**src/rtl/telemetry_tx_if.sv**
```systemverilog
`timescale 1ns/1ps
`default_nettype none
// ============================================================================
// Module      : telemetry_tx_if
// Description : Sample bus feeding the telemetry transmitter. Carries the
//               end-of-conversion strobe together with the ADC pair and the
//               controller duty outputs that are valid on that strobe.
//                 sample_valid : one-cycle pulse, new sample set valid
//                 vfc          : flying-cap voltage, unsigned 16 bit
//                 vout         : output voltage, unsigned 16 bit
//                 d1, d2       : duty values, 7 bit
//               master drives the bus (ADC/controller side), slave consumes
//               it (telemetry transmitter).
// Revision    : 1.0  initial release
// ============================================================================
interface telemetry_tx_if;
    logic        sample_valid;
    logic [15:0] vfc;
    logic [15:0] vout;
    logic [6:0]  d1;
    logic [6:0]  d2;

    modport master (
        output sample_valid,
        output vfc,
        output vout,
        output d1,
        output d2
    );

    modport slave (
        input sample_valid,
        input vfc,
        input vout,
        input d1,
        input d2
    );
endinterface
`default_nettype wire

```
**src/rtl/telemetry_tx.sv**
```systemverilog
`timescale 1ns/1ps
`default_nettype none
// ============================================================================
// Module      : telemetry_tx
// Description : Decimating telemetry snapshot transmitter. Every DECIMATION-th
//               sample strobe latches vfc, vout, d1 and d2 and sends them as a
//               10-byte framed, checksummed 8N1 UART frame:
//                 A5 5A vfc_hi vfc_lo vout_hi vout_lo {0,d1} {0,d2} seq xor
//               where xor covers bytes 2..8. Snapshots that arrive while a
//               frame is in flight are dropped (never back-pressures) and
//               counted with a saturating 16-bit counter.
// Ports       : clk_i         system clock
//               rst_ni        asynchronous active-low reset
//               smp           sample bus (slave modport)
//               tx_o          UART TX line, idle high
//               busy_o        high while a frame is being sent
//               drop_o        one-cycle pulse per discarded snapshot
//               drop_count_o  saturating count of discarded snapshots
// Revision    : 1.0  initial release
// ============================================================================
module telemetry_tx #(
    parameter int CLK_FREQ   = 27000000,
    parameter int BAUD_RATE  = 115200,
    parameter int DECIMATION = 16
) (
    input  wire logic         clk_i,
    input  wire logic         rst_ni,
    telemetry_tx_if.slave     smp,
    output logic              tx_o,
    output logic              busy_o,
    output logic              drop_o,
    output logic [15:0]       drop_count_o
);

    // ------------------------------------------------------------------------
    // Constants
    // ------------------------------------------------------------------------
    localparam int c_clks_per_bit = CLK_FREQ / BAUD_RATE;
    localparam int c_tw           = (c_clks_per_bit > 1) ? $clog2(c_clks_per_bit) : 1;
    localparam logic [c_tw-1:0] c_last_clk   = c_tw'(c_clks_per_bit - 1);
    localparam logic [15:0]     c_dec_last   = 16'(DECIMATION - 1);
    localparam logic [3:0]      c_last_byte  = 4'd9;
    localparam logic [2:0]      c_last_bit   = 3'd7;
    localparam logic [7:0]      c_sync0      = 8'hA5;
    localparam logic [7:0]      c_sync1      = 8'h5A;

    typedef enum logic [1:0] {
        S_IDLE  = 2'd0,
        S_START = 2'd1,
        S_DATA  = 2'd2,
        S_STOP  = 2'd3
    } state_t;

    // ------------------------------------------------------------------------
    // State
    // ------------------------------------------------------------------------
    state_t           r_state;
    logic [15:0]      r_dec_cnt;
    logic [c_tw-1:0]  r_timer;      // clocks elapsed within current bit
    logic [2:0]       r_bit_idx;    // data bit index within current byte
    logic [3:0]       r_byte_idx;   // byte index within frame
    logic [7:0]       r_shift;      // data byte being shifted out, LSB first
    logic [7:0]       r_seq;
    logic [15:0]      r_vfc;
    logic [15:0]      r_vout;
    logic [6:0]       r_d1;
    logic [6:0]       r_d2;
    logic [7:0]       r_csum;
    logic             r_tx;
    logic             r_busy;
    logic             r_drop;
    logic [15:0]      r_drop_count;

    logic             w_trig;
    logic             w_bit_end;
    logic [7:0]       w_csum;
    logic [7:0]       w_byte;

    // A trigger is the strobe that completes a decimation period.
    assign w_trig    = smp.sample_valid && (r_dec_cnt == c_dec_last);
    assign w_bit_end = (r_timer == c_last_clk);

    // Checksum depends only on latched snapshot and sequence number, both of
    // which are stable for the whole frame; registering it adds one cycle of
    // latency, which is far shorter than the nine bytes ahead of it.
    assign w_csum = r_vfc[15:8] ^ r_vfc[7:0] ^ r_vout[15:8] ^ r_vout[7:0]
                  ^ {1'b0, r_d1} ^ {1'b0, r_d2} ^ r_seq;

    // Byte to be sent at the current byte index.
    always_comb begin
        w_byte = 8'h00;
        case (r_byte_idx)
            4'd0:    w_byte = c_sync0;
            4'd1:    w_byte = c_sync1;
            4'd2:    w_byte = r_vfc[15:8];
            4'd3:    w_byte = r_vfc[7:0];
            4'd4:    w_byte = r_vout[15:8];
            4'd5:    w_byte = r_vout[7:0];
            4'd6:    w_byte = {1'b0, r_d1};
            4'd7:    w_byte = {1'b0, r_d2};
            4'd8:    w_byte = r_seq;
            4'd9:    w_byte = r_csum;
            default: w_byte = 8'h00;
        endcase
    end

    // ------------------------------------------------------------------------
    // Decimation, drop accounting and UART framing state machine
    // ------------------------------------------------------------------------
    always_ff @(posedge clk_i or negedge rst_ni) begin
        if (!rst_ni) begin
            r_state      <= S_IDLE;
            r_dec_cnt    <= 16'd0;
            r_timer      <= '0;
            r_bit_idx    <= 3'd0;
            r_byte_idx   <= 4'd0;
            r_shift      <= 8'h00;
            r_seq        <= 8'h00;
            r_vfc        <= 16'h0000;
            r_vout       <= 16'h0000;
            r_d1         <= 7'h00;
            r_d2         <= 7'h00;
            r_csum       <= 8'h00;
            r_tx         <= 1'b1;
            r_busy       <= 1'b0;
            r_drop       <= 1'b0;
            r_drop_count <= 16'h0000;
        end else begin
            r_drop <= 1'b0;
            r_csum <= w_csum;

            if (smp.sample_valid) begin
                r_dec_cnt <= w_trig ? 16'd0 : r_dec_cnt + 16'd1;
            end

            // Any state other than IDLE is busy, including the final STOP
            // cycle on which busy_o falls, so a trigger there is dropped.
            if (w_trig && (r_state != S_IDLE)) begin
                r_drop <= 1'b1;
                if (r_drop_count != 16'hFFFF) begin
                    r_drop_count <= r_drop_count + 16'd1;
                end
            end

            case (r_state)
                S_IDLE: begin
                    if (w_trig) begin
                        r_vfc      <= smp.vfc;
                        r_vout     <= smp.vout;
                        r_d1       <= smp.d1;
                        r_d2       <= smp.d2;
                        r_state    <= S_START;
                        r_busy     <= 1'b1;
                        r_tx       <= 1'b0;
                        r_timer    <= '0;
                        r_byte_idx <= 4'd0;
                    end
                end

                S_START: begin
                    if (w_bit_end) begin
                        r_timer   <= '0;
                        r_state   <= S_DATA;
                        r_shift   <= w_byte;
                        r_tx      <= w_byte[0];
                        r_bit_idx <= 3'd0;
                    end else begin
                        r_timer <= r_timer + c_tw'(1);
                    end
                end

                S_DATA: begin
                    if (w_bit_end) begin
                        r_timer <= '0;
                        if (r_bit_idx == c_last_bit) begin
                            r_state <= S_STOP;
                            r_tx    <= 1'b1;
                        end else begin
                            r_shift   <= {1'b0, r_shift[7:1]};
                            r_tx      <= r_shift[1];
                            r_bit_idx <= r_bit_idx + 3'd1;
                        end
                    end else begin
                        r_timer <= r_timer + c_tw'(1);
                    end
                end

                S_STOP: begin
                    if (w_bit_end) begin
                        r_timer <= '0;
                        if (r_byte_idx == c_last_byte) begin
                            r_state    <= S_IDLE;
                            r_busy     <= 1'b0;
                            r_byte_idx <= 4'd0;
                            r_seq      <= r_seq + 8'd1;
                        end else begin
                            // Next start bit follows the stop bit directly.
                            r_state    <= S_START;
                            r_tx       <= 1'b0;
                            r_byte_idx <= r_byte_idx + 4'd1;
                        end
                    end else begin
                        r_timer <= r_timer + c_tw'(1);
                    end
                end

                default: begin
                    r_state <= S_IDLE;
                    r_busy  <= 1'b0;
                    r_tx    <= 1'b1;
                end
            endcase
        end
    end

    assign tx_o         = r_tx;
    assign busy_o       = r_busy;
    assign drop_o       = r_drop;
    assign drop_count_o = r_drop_count;

endmodule
`default_nettype wire

```
**src/flat_wrapper.sv**
```systemverilog
// flat-port wrapper written by rule: the top's interface ports become plain ports
module telemetry_tx_flat 
#(
    parameter int CLK_FREQ   = 27000000,
    parameter int BAUD_RATE  = 115200,
    parameter int DECIMATION = 16
)
  (clk_i, rst_ni, tx_o, busy_o, drop_o, drop_count_o, smp_sample_valid, smp_vfc, smp_vout, smp_d1, smp_d2);
  telemetry_tx_if smp_i ();
  input  wire logic clk_i;
  input  wire logic rst_ni;
  output logic tx_o;
  output logic busy_o;
  output logic drop_o;
  output logic [15:0] drop_count_o;
  input wire logic [$bits(smp_i.sample_valid)-1:0] smp_sample_valid;
  input wire logic [$bits(smp_i.vfc)-1:0] smp_vfc;
  input wire logic [$bits(smp_i.vout)-1:0] smp_vout;
  input wire logic [$bits(smp_i.d1)-1:0] smp_d1;
  input wire logic [$bits(smp_i.d2)-1:0] smp_d2;
  assign smp_i.sample_valid = smp_sample_valid;
  assign smp_i.vfc = smp_vfc;
  assign smp_i.vout = smp_vout;
  assign smp_i.d1 = smp_d1;
  assign smp_i.d2 = smp_d2;
  telemetry_tx #(.CLK_FREQ(CLK_FREQ), .BAUD_RATE(BAUD_RATE), .DECIMATION(DECIMATION)) u_core (.clk_i(clk_i), .rst_ni(rst_ni), .smp(smp_i), .tx_o(tx_o), .busy_o(busy_o), .drop_o(drop_o), .drop_count_o(drop_count_o));
endmodule
```
**config.mk**
```make
export PLATFORM = sky130hd
export DESIGN_NAME = telemetry_tx_flat
export DESIGN_NICKNAME = d
export VERILOG_FILES = /design/src/rtl/telemetry_tx_if.sv /design/src/rtl/telemetry_tx.sv /design/src/flat_wrapper.sv
export SDC_FILE = /design/constraint.sdc
export NUM_CORES = 1
export LEC_CHECK = 0
export CAP_MARGIN = 20
export CORE_MARGIN = 4
export CORE_UTILIZATION = 57
export DETAILED_ROUTE_END_ITERATION = 16
export GPL_TIMING_DRIVEN = 0
export MAX_ROUTING_LAYER = met4
export PLACE_DENSITY = 0.88
export SETUP_SLACK_MARGIN = 0.02
export SLEW_MARGIN = 20
export SYNTH_ARGS = -nofsm -noshare
export SYNTH_HDL_FRONTEND = slang
export SYNTH_SLANG_ARGS = --single-unit
export TNS_END_PERCENT = 30
```
**constraint.sdc**
```tcl
create_clock -name clk_i -period 2.82 [get_ports clk_i]
set_input_delay 0.564 -clock clk_i [delete_from_list [all_inputs] [get_ports clk_i]]
set_output_delay 0.564 -clock clk_i [all_outputs]
set_load 0.05 [all_outputs]
```
Fig. 1: run 1, clock routing
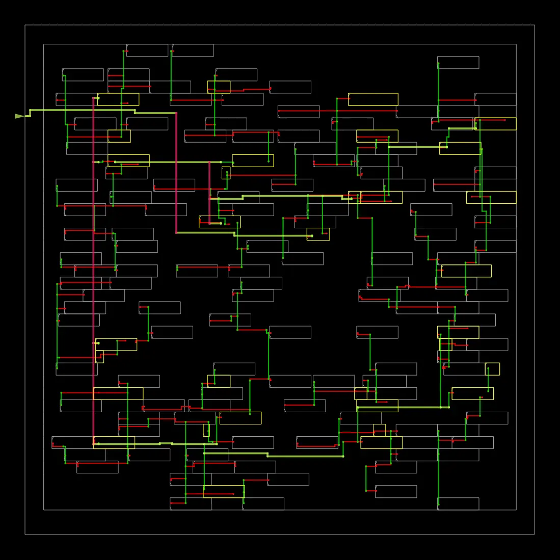
final clock skew: 0.00913 ns
number of buffers created by CTS: 17
clock group total power: 2290 µW

Fig. 2: run 1, cell classes on the final placement
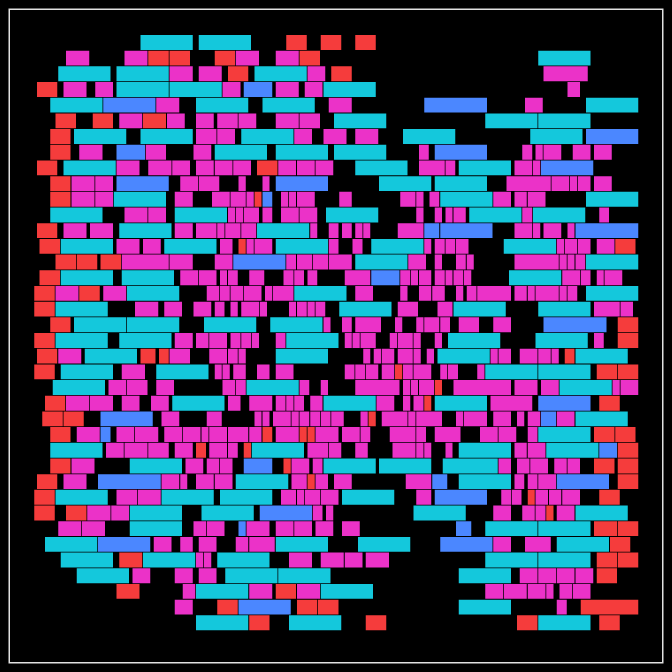
Blue is clock drivers and dummy loads, cells 32. Magenta is combinational and other logic, cells 416. Cyan is sequential cells, cells 121. Red is remaining buffers and delay cells, cells 89.

==> results.txt, run 1 <==
Implementation results.

The run finished, with violations left. The checks that failed: hold timing. The DRC marker count from the first detailed-route iteration is 654. The most critical hold endpoint after final layout shows a slack of -0.0104 ns. The total half-perimeter wirelength after legalization and detailed placement is 10.4 mm. The clock drives 121 sinks.

The worst slew slack as a fraction of its limit is 60.2%. The post-detailed-route wirelength per cell is 18.2 µm. The xor-xnor portion of the synthesized cell area is 11.3%. The total iterations of the first detailed-routing run is 5. The critical path data required time is 3.23 ns.

The met3 global-route usage is 5.88%. The final number of hold-violating endpoints is 7. The class of the worst hold path is in2async.

The terminus of the critical flop-to-flop path is u_core.r_d1[5]$_DFFE_PN0P_. The register clock-pin slew on the reported worst setup and hold paths is 0.06 ns. The largest net degree at the start of global routing is 67. The final antenna diode tally reported by the flow is 0. The power per unit of standard cell area is 875 nW/µm².

The final routed DRC violation total is 0. Counting flops and latches in the post-synthesis netlist gives 121. The kind of end point of the critical path is a flop. The critical path maximum fanout is 10.
Fig. 3: run 1, sequential cells coloured by netlist name
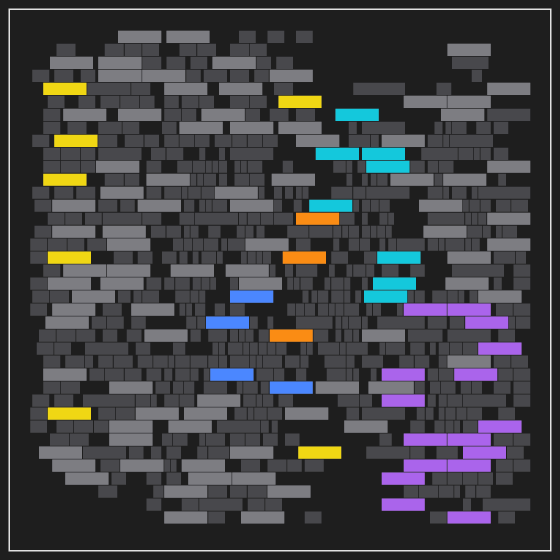
Purple is u_core.drop_count_o, placed flops 16, where south-east. Yellow is u_core.r_d2, placed flops 7. Orange is u_core.r_bit_idx, placed flops 3. Blue is u_core.r_byte_idx, placed flops 4. Cyan is u_core.r_timer, placed flops 8.

[run 1: where the power goes]
part           switching [µW]  internal, µW
clock                     789          1500
sequential                354          2120
combinational            1060           992
[run 1: synthesized netlist by cell type, types with 4 or more instances]
library cell / instances / area share (%)
sky130_fd_sc_hd__dfrtp_1: 120 / 48
sky130_fd_sc_hd__xnor2_1: 58 / 8.1
sky130_fd_sc_hd__mux2_2: 54 / 9.7
sky130_fd_sc_hd__nor2_1: 39 / 2.3
sky130_fd_sc_hd__nand2_1: 34 / 2.0
sky130_fd_sc_hd__o21ai_0: 25 / 2.0
sky130_fd_sc_hd__xor2_1: 23 / 3.2
sky130_fd_sc_hd__nand3_1: 18 / 1.4
sky130_fd_sc_hd__a21oi_1: 17 / 1.4
sky130_fd_sc_hd__clkbuf_1: 12 / 0.72
sky130_fd_sc_hd__ha_1: 12 / 2.4
sky130_fd_sc_hd__mux2i_1: 12 / 1.9
sky130_fd_sc_hd__nand4_1: 12 / 1.2
sky130_fd_sc_hd__and3_1: 11 / 1.1
sky130_fd_sc_hd__inv_1: 11 / 0.66
sky130_fd_sc_hd__nand2b_1: 11 / 1.1
sky130_fd_sc_hd__and4_1: 9 / 1.3
sky130_fd_sc_hd__nor2b_1: 7 / 0.70
sky130_fd_sc_hd__o31ai_1: 7 / 0.84
sky130_fd_sc_hd__a221oi_1: 4 / 0.56
sky130_fd_sc_hd__buf_2: 4 / 0.32
sky130_fd_sc_hd__nor4_4: 4 / 1.4
[run 1: worst register-to-register path: stages (launching register included)]
cell and delay [ns]:
sky130_fd_sc_hd__dfrtp_1 0.40, sky130_fd_sc_hd__ha_1 0.22, sky130_fd_sc_hd__and4_1 0.21, sky130_fd_sc_hd__buf_2 0.16, sky130_fd_sc_hd__nand4_1 0.17, sky130_fd_sc_hd__nor2_1 0.31
sky130_fd_sc_hd__buf_4 0.28, sky130_fd_sc_hd__buf_6 0.21, sky130_fd_sc_hd__mux2_2 0.36
[run 1: through the flow]
stage | util (%) | cells | hold slack (ns)
final | 71.9 | 798 | -0.0104
after detailed placement | 66.1 | 766 | 0.481
after floorplan | - | 558 | 0.268
after global placement | 65.8 | 765 | 0.457
after global routing | 71.9 | 798 | 0.0260
after CTS | 71.9 | 798 | 0.00553
[run 1: sequential cells by signal (all words and copies together), names as in the netlist]
register             cells
u_core.r_state           2
u_core.r_seq             8
u_core.r_byte_idx        4
u_core.drop_o            1
u_core.r_dec_cnt        16
u_core.r_shift           7
u_core.r_timer           8
u_core.r_d1              7
u_core.tx_o              1
u_core.drop_count_o     16
u_core.r_csum            8
u_core.r_vout           16
u_core.r_d2              7
u_core.busy_o            1
u_core.r_vfc            16
u_core.r_bit_idx         3
[run 1: kinds of logic (layout without fill, tap and decap cells)]
group,after synthesis,count (layout)
XOR/XNOR,81,81
adder cells (fa/ha/maj),12,12
AND/OR/NAND/NOR,159,159
buffers and inverters,32,132
flip-flops,121,121
AND-OR/OR-AND,86,86
multiplexers,67,67
[run 1: layout make-up]
class,instances,share of cell area (%)
clock buffer,21,5.89
clock inverter,11,2.17
multi-input combinational,405,39.9
sequential,121,38.9
timing repair buffer,68,8.97
tap,140,2.25
inverter,11,0.530
buffer,21,1.41
==> inputs of run 2 (changes only) <==
Settings changed: CAP_MARGIN 20 to unset, SLEW_MARGIN 20 to 5.
==> results.txt, run 2 <==
Implementation results.

The flow ran to the end, but the final reports show violations. The final reports fail on hold timing. The flop and latch count out of synthesis is 121 (unchanged). The largest net degree at the start of global routing is 67 (unchanged).

The instance count after placement with tap cells included is 766 (unchanged). The critical path data required time came to 3.23 ns (about the same). The number of maximum-capacitance violations is 0. The cell type with the highest aggregate area in the netlist is sky130_fd_sc_hd__dfrtp_1. The DRC marker count from the first detailed-route iteration is 654 (unchanged). The area inside the core boundary is 10800 µm². The final core area utilization was 71.9% (unchanged). The number of clock sinks came to 121 (unchanged). The per-cell via count in the routed design is 5.91. The total of endpoints with negative setup slack in the final report is 0. The total iterations of the first detailed-routing run is 5 (unchanged). The final setup skew is 0.00913 ns (unchanged).

The total via count in the routed design is 4720. The register clock-pin slew on the reported worst setup and hold paths is 0.06 ns (about the same). The tool warning count is 31. Looking at the VDD voltage map, the peak drop is 558 µV. The peak fanout along the critical path came to 10 (unchanged). The power per unit of standard cell area is 875 nW/µm² (unchanged). The number of antenna cells inserted is 0 (unchanged). The most critical min-delay path falls under in2async.

The worst slew slack as a fraction of its limit is 60.2% (unchanged). The worst-case hold slack is -0.0104 ns (unchanged). The number of buffers added to fix hold violations after cts is 0. The kind of end point of the critical path is a flop. The final number of hold-violating endpoints was 7 (unchanged). Among all cell types in the netlist, the one instantiated most often is sky130_fd_sc_hd__dfrtp_1.

The deepest level of the CTS H-tree is 4. Per the final layout report, the fraction of cells sized above drive strength 1 comes to 16.1%. The total half-perimeter wirelength after legalization and detailed placement is 10.4 mm (unchanged). The post-detailed-route wirelength per cell is 18.2 µm (unchanged).

By count the netlist is led by sky130_fd_sc_hd__dfrtp_1, sky130_fd_sc_hd__xnor2_1, sky130_fd_sc_hd__mux2_2. The final standard cell count with taps included and fillers excluded is 798 (unchanged). After synthesis, the cell types taking the most area are sky130_fd_sc_hd__dfrtp_1, sky130_fd_sc_hd__mux2_2, sky130_fd_sc_hd__xnor2_1, sky130_fd_sc_hd__xor2_1, sky130_fd_sc_hd__ha_1. The final layout contains routed wiring with a total length of 14.5 mm. The total clock buffers created by CTS is 17 (unchanged). The fraction of synthesized cell area taken by the top area cell type is 47.7% (unchanged). The final routed DRC violation total is 0 (unchanged).
## run 2: cell counts after synthesis
No cell type changed its count.
## run 2: logic make-up after synthesis
logic type | after synthesis | synth area share, %
flip-flops | 121 | 48.1
AND/OR/NAND/NOR | 159 | 14.2
AND-OR/OR-AND | 86 | 9.70
multiplexers | 67 | 11.9
adder cells (fa/ha/maj) | 12 | 2.39
buffers and inverters | 32 | 2.41
XOR/XNOR | 81 | 11.3
## run 2: per-layer routing
| layer | GRT usage, % | wire length (µm) | vias up |
|---|---|---|---|
| li1 | - | - | 2170 |
| met3 | 5.88 | 714 | 21 |
| met4 | 8.81 | 264 | 0 |
| met1 | 28.7 | 6020 | 2351 |
| met5 | - | 0 | - |
| met2 | 42.6 | 7510 | 178 |
## run 2: area by class of cell
cell class	instances	share of cell area (%)
Inverter	11	0.530
Multi-Input combinational cell	405	39.9
Buffer	21	1.41
Clock buffer	21	5.89
Timing Repair Buffer	68	8.97
Tap cell	140	2.25
Clock inverter	11	2.17
Sequential cell	121	38.9
## run 2: final timing paths
kind,from,to,slack (ns),cells after the start
worst max-delay path,smp_sample_valid,u_core.r_d1[5]$_DFFE_PN0P_,0.36,8
max in group asynchronous,rst_ni,u_core.r_vout[10]$_DFFE_PN0P_,2.14,2
worst max register to register,u_core.r_dec_cnt[0]$_DFFE_PN0P_,u_core.r_d1[5]$_DFFE_PN0P_,0.40,8
worst min-delay path,rst_ni,u_core.drop_count_o[11]$_DFFE_PN0P_,-0.01,1
min in group clk_i,u_core.r_seq[7]$_DFFE_PN0P_,u_core.r_csum[7]$_DFF_PN0_,0.48,1
worst min register to register,u_core.r_seq[7]$_DFFE_PN0P_,u_core.r_csum[7]$_DFF_PN0_,0.48,1
## run 2: stage by stage
step	setup slack, ns	area (µm²)	setup TNS, ns	hold WS [ns]
floorplan	0.495	6290	0	0.268
global placement	-3.29	7140	-398.41	0.457
detailed placement	-0.117	7170	-3.06	0.481
CTS	0.353	7790	0	0.00553
global route	0.285	7790	0	0.0260
finish	0.359	7790	0	-0.0104
## run 2: critical path, delay by kind of cell
kind | cells | cell delay [ns]
multiplexers | 1 | 0.35
AND/OR/NAND/NOR | 3 | 0.71
buffers and inverters | 4 | 1.24
## run 2: where the power goes
part / total [µW] / switching [µW] / internal, µW
combinational: 2050 / 1060 / 992
clock: 2290 / 789 / 1500
sequential: 2470 / 354 / 2120
Fig. 4: run 2, logic cells by family
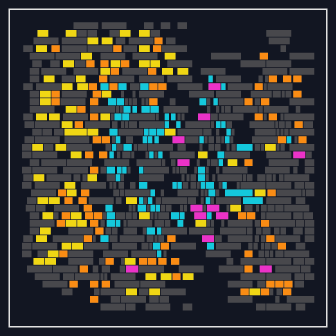
Yellow is mux cells, cells 67, most used mux2_2. Magenta is fa/ha/maj cells, cells 12, most used ha_1. Orange is xor and xnor cells, cells 81, most used xnor2_1, where widely spread. Cyan is aoi and oai cells, cells 78, most used o21ai_0, where centre.

Fig. 5: run 2, cell classes on the final placement
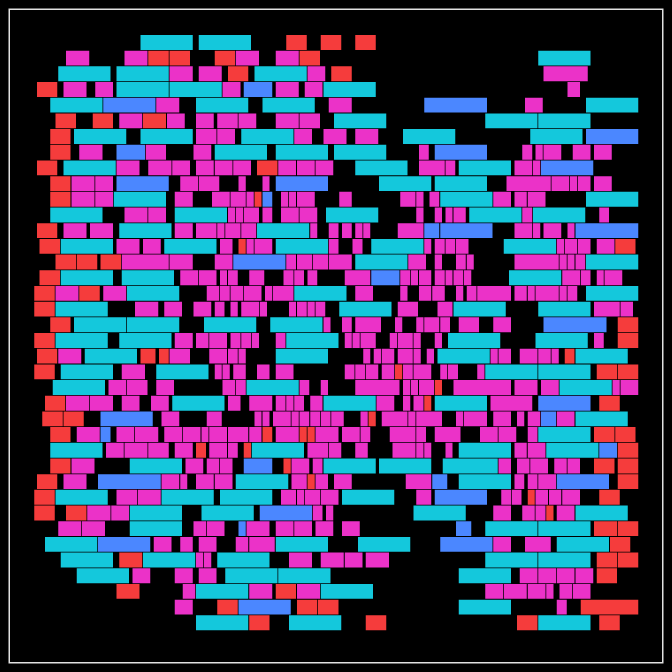
Cyan is sequential cells, cells 121. Blue is clock drivers and dummy loads, cells 32. Magenta is combinational and other logic, cells 416. Red is remaining buffers and delay cells, cells 89.

Fig. 6: run 2, sequential cells coloured by netlist name
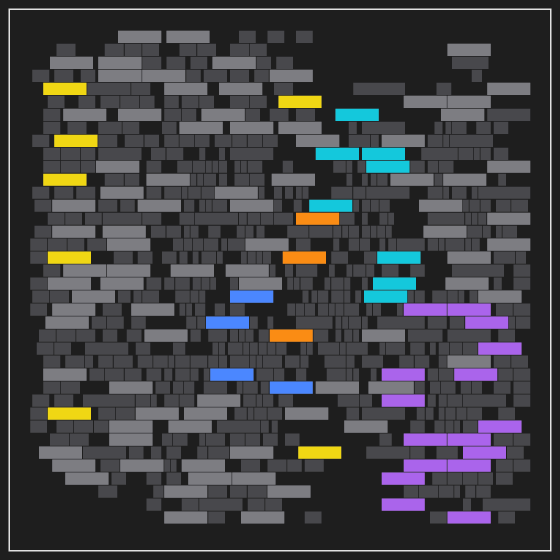

==> inputs of run 3 (changes only) <==
Settings changed: CORE_ASPECT_RATIO set to 1.4.
Fig. 7: run 3, sequential cells coloured by netlist name
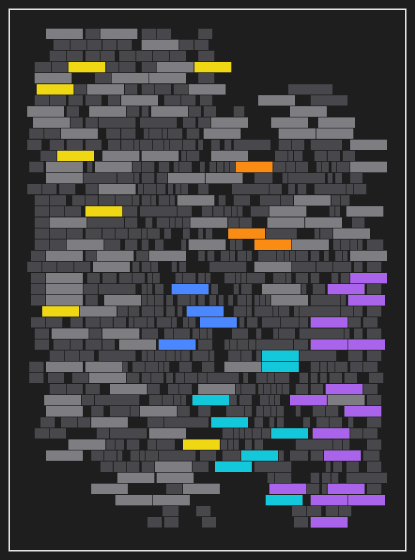
Yellow is u_core.r_d2, placed flops 7. Orange is u_core.r_bit_idx, placed flops 3. Blue is u_core.r_byte_idx, placed flops 4, where centre. Purple is u_core.drop_count_o, placed flops 16. Cyan is u_core.r_timer, placed flops 8.

Fig. 8: run 3, clock wires, drivers and flops
The bar under the picture is 20 µm long.
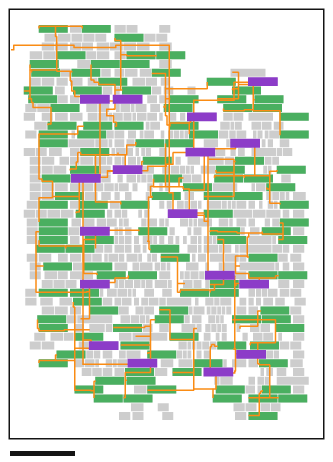
Orange is clock wires, length 1560 µm. Green is flip-flops, count 121. Purple is clock drivers, count 17.
Position of the flops: widely spread. There are 18 routed clock nets.

==> results.txt, run 3 <==
Implementation results.

The register clock-pin slew on the reported worst setup and hold paths came to 0.06 ns (about the same). The total half-perimeter wirelength after legalization and detailed placement is 10.4 mm (+0.22%). The instance count after placement with tap cells included is 767 (+0.13%). The post-detailed-route wirelength per cell was 18.3 µm (+0.72%). The class of the worst hold path is in2async. The worst-case hold slack was 0.107 ns (+0.117 ns).

The share of final-layout standard cells stronger than drive strength 1 is 16.0% (-0.15 points). The total clock buffers created by CTS is 17 (unchanged). The DRC marker count from the first detailed-route iteration came to 279 (-57%). The flop and latch count out of synthesis came to 121 (unchanged).

The number of buffers added to fix hold violations after cts was 0 (unchanged). The main area contributors are sky130_fd_sc_hd__dfrtp_1, sky130_fd_sc_hd__mux2_2, sky130_fd_sc_hd__xnor2_1, sky130_fd_sc_hd__xor2_1, sky130_fd_sc_hd__ha_1. The tool warning count was 31 (unchanged). The total iterations of the first detailed-routing run is 7 (+2). After synthesis, the most frequently instantiated cells are sky130_fd_sc_hd__dfrtp_1, sky130_fd_sc_hd__xnor2_1, sky130_fd_sc_hd__mux2_2. Before any placement, the netlist area is recorded as 6290 µm².

The deepest level of the CTS H-tree was 4 (unchanged). The count of cells along the worst register-to-register path is 8 (unchanged). The final setup skew is 0.0106 ns (+0.00151 ns). The pre-CTS setup slack was -0.103 ns (+0.0135 ns).

The fraction of synthesized cell area taken by the top area cell type was 47.7% (unchanged). STA classifies the critical path endpoint as a flop. The power per unit of standard cell area was 876 nW/µm² (+0.13%).

The worst-case setup margin in the final layout is 0.228 ns (-0.131 ns). The largest net degree at the start of global routing is 67 (unchanged). The routed wire length is 14.6 mm (+0.85%). The number of antenna cells inserted is 0 (unchanged).

The total via count in the routed design is 4705 (-0.32%). Looking at area per cell type in the netlist, the leader is sky130_fd_sc_hd__dfrtp_1. The summed area of non-filler cells in the final layout is 7800 µm² (about the same). On the critical path the largest part of the delay comes from buffers and inverters.

The peak fanout along the critical path is 10 (unchanged). The critical path data required time was 3.12 ns (-0.11 ns). In this run the critical register-to-register path is captured at u_core.r_d1[3]$_DFFE_PN0P_. The worst-case register-to-register setup slack is 0.42 ns (+0.02 ns). The run finished with clean final reports. The count of buffering cells on the critical path with inverters included is 4 (unchanged). Yosys instantiated no cell more often than sky130_fd_sc_hd__dfrtp_1.

The largest vdd supply drop is 633 µV (+14%). STA lists the startpoint of the worst register-to-register path as u_core.r_dec_cnt[0]$_DFFE_PN0P_. The final routed DRC violation total is 0 (unchanged).
-- run 3: cells by family after synthesis --
logic type | count (synthesis) | share of synthesized area [%]
AND/OR/NAND/NOR | 159 | 14.2
flip-flops | 121 | 48.1
AND-OR/OR-AND | 86 | 9.70
XOR/XNOR | 81 | 11.3
multiplexers | 67 | 11.9
buffers and inverters | 32 | 2.41
adder cells (fa/ha/maj) | 12 | 2.39
-- run 3: cell type report --
type	instances	share of cell area (%)
Multi-Input combinational cell	405	39.9
Sequential cell	121	38.8
Timing Repair Buffer	68	8.97
Clock buffer	21	5.90
Tap cell	141	2.26
Clock inverter	11	2.18
Buffer	21	1.41
Inverter	11	0.529
-- run 3: power breakdown --
group	switching [µW]	leakage, µW	total [µW]	internal (µW)
combinational	1070	0.00151	2060	991
clock	775	0.000299	2300	1520
sequential	351	0.00164	2470	2120
-- run 3: worst register-to-register path: stages (launching register included) --
cell and delay (ns):
sky130_fd_sc_hd__dfrtp_1 0.38, sky130_fd_sc_hd__ha_1 0.21, sky130_fd_sc_hd__and4_1 0.22, sky130_fd_sc_hd__buf_2 0.17
sky130_fd_sc_hd__nand4_1 0.17, sky130_fd_sc_hd__nor2_1 0.30, sky130_fd_sc_hd__buf_4 0.27, sky130_fd_sc_hd__buf_6 0.20
sky130_fd_sc_hd__mux2_2 0.36
-- run 3: how the worst max path moves through the flow --
stage | cells after the start | from | slack (ns) | endpoint
2_1_floorplan | 6 | u_core.drop_count_o[0]$_DFFE_PN0P_ | 0.50 | u_core.drop_count_o[1]$_DFFE_PN0P_
3_3_place_gp | 1 | rst_ni | -3.26 | u_core.r_vout[2]$_DFFE_PN0P_
3_5_place_dp | 8 | smp_sample_valid | -0.10 | u_core.r_d1[3]$_DFFE_PN0P_
4_1_cts | 8 | smp_sample_valid | 0.27 | u_core.r_vout[14]$_DFFE_PN0P_
5_1_grt | 8 | smp_sample_valid | 0.15 | u_core.r_vout[14]$_DFFE_PN0P_
6_report | 8 | smp_sample_valid | 0.23 | u_core.r_d1[3]$_DFFE_PN0P_
-- run 3: per-stage QoR --
| step | total power [µW] | TNS [ns] | utilization (%) |
|---|---|---|---|
| after floorplan | 3960 | 0 | - |
| after global placement | 4380 | -393.07 | 66.0 |
| after detailed placement | 4510 | -2.37 | 66.3 |
| after CTS | 6850 | 0 | 72.1 |
| after global routing | 7170 | 0 | 72.1 |
| final | 6830 | 0 | 72.1 |
-- run 3: routing by layer --
layer / vias up / part of all wire, % / global-route usage (%) / routed length, µm
met5: - / 0 / - / 0
met2: 189 / 52 / 42.1 / 7660
met4: 0 / 4.6 / 14.2 / 671
li1: 2163 / - / - / -
met3: 60 / 4.7 / 5.77 / 685
met1: 2293 / 38 / 25.2 / 5610
Power figures rest on the tool's default switching activity, not on a simulated workload.
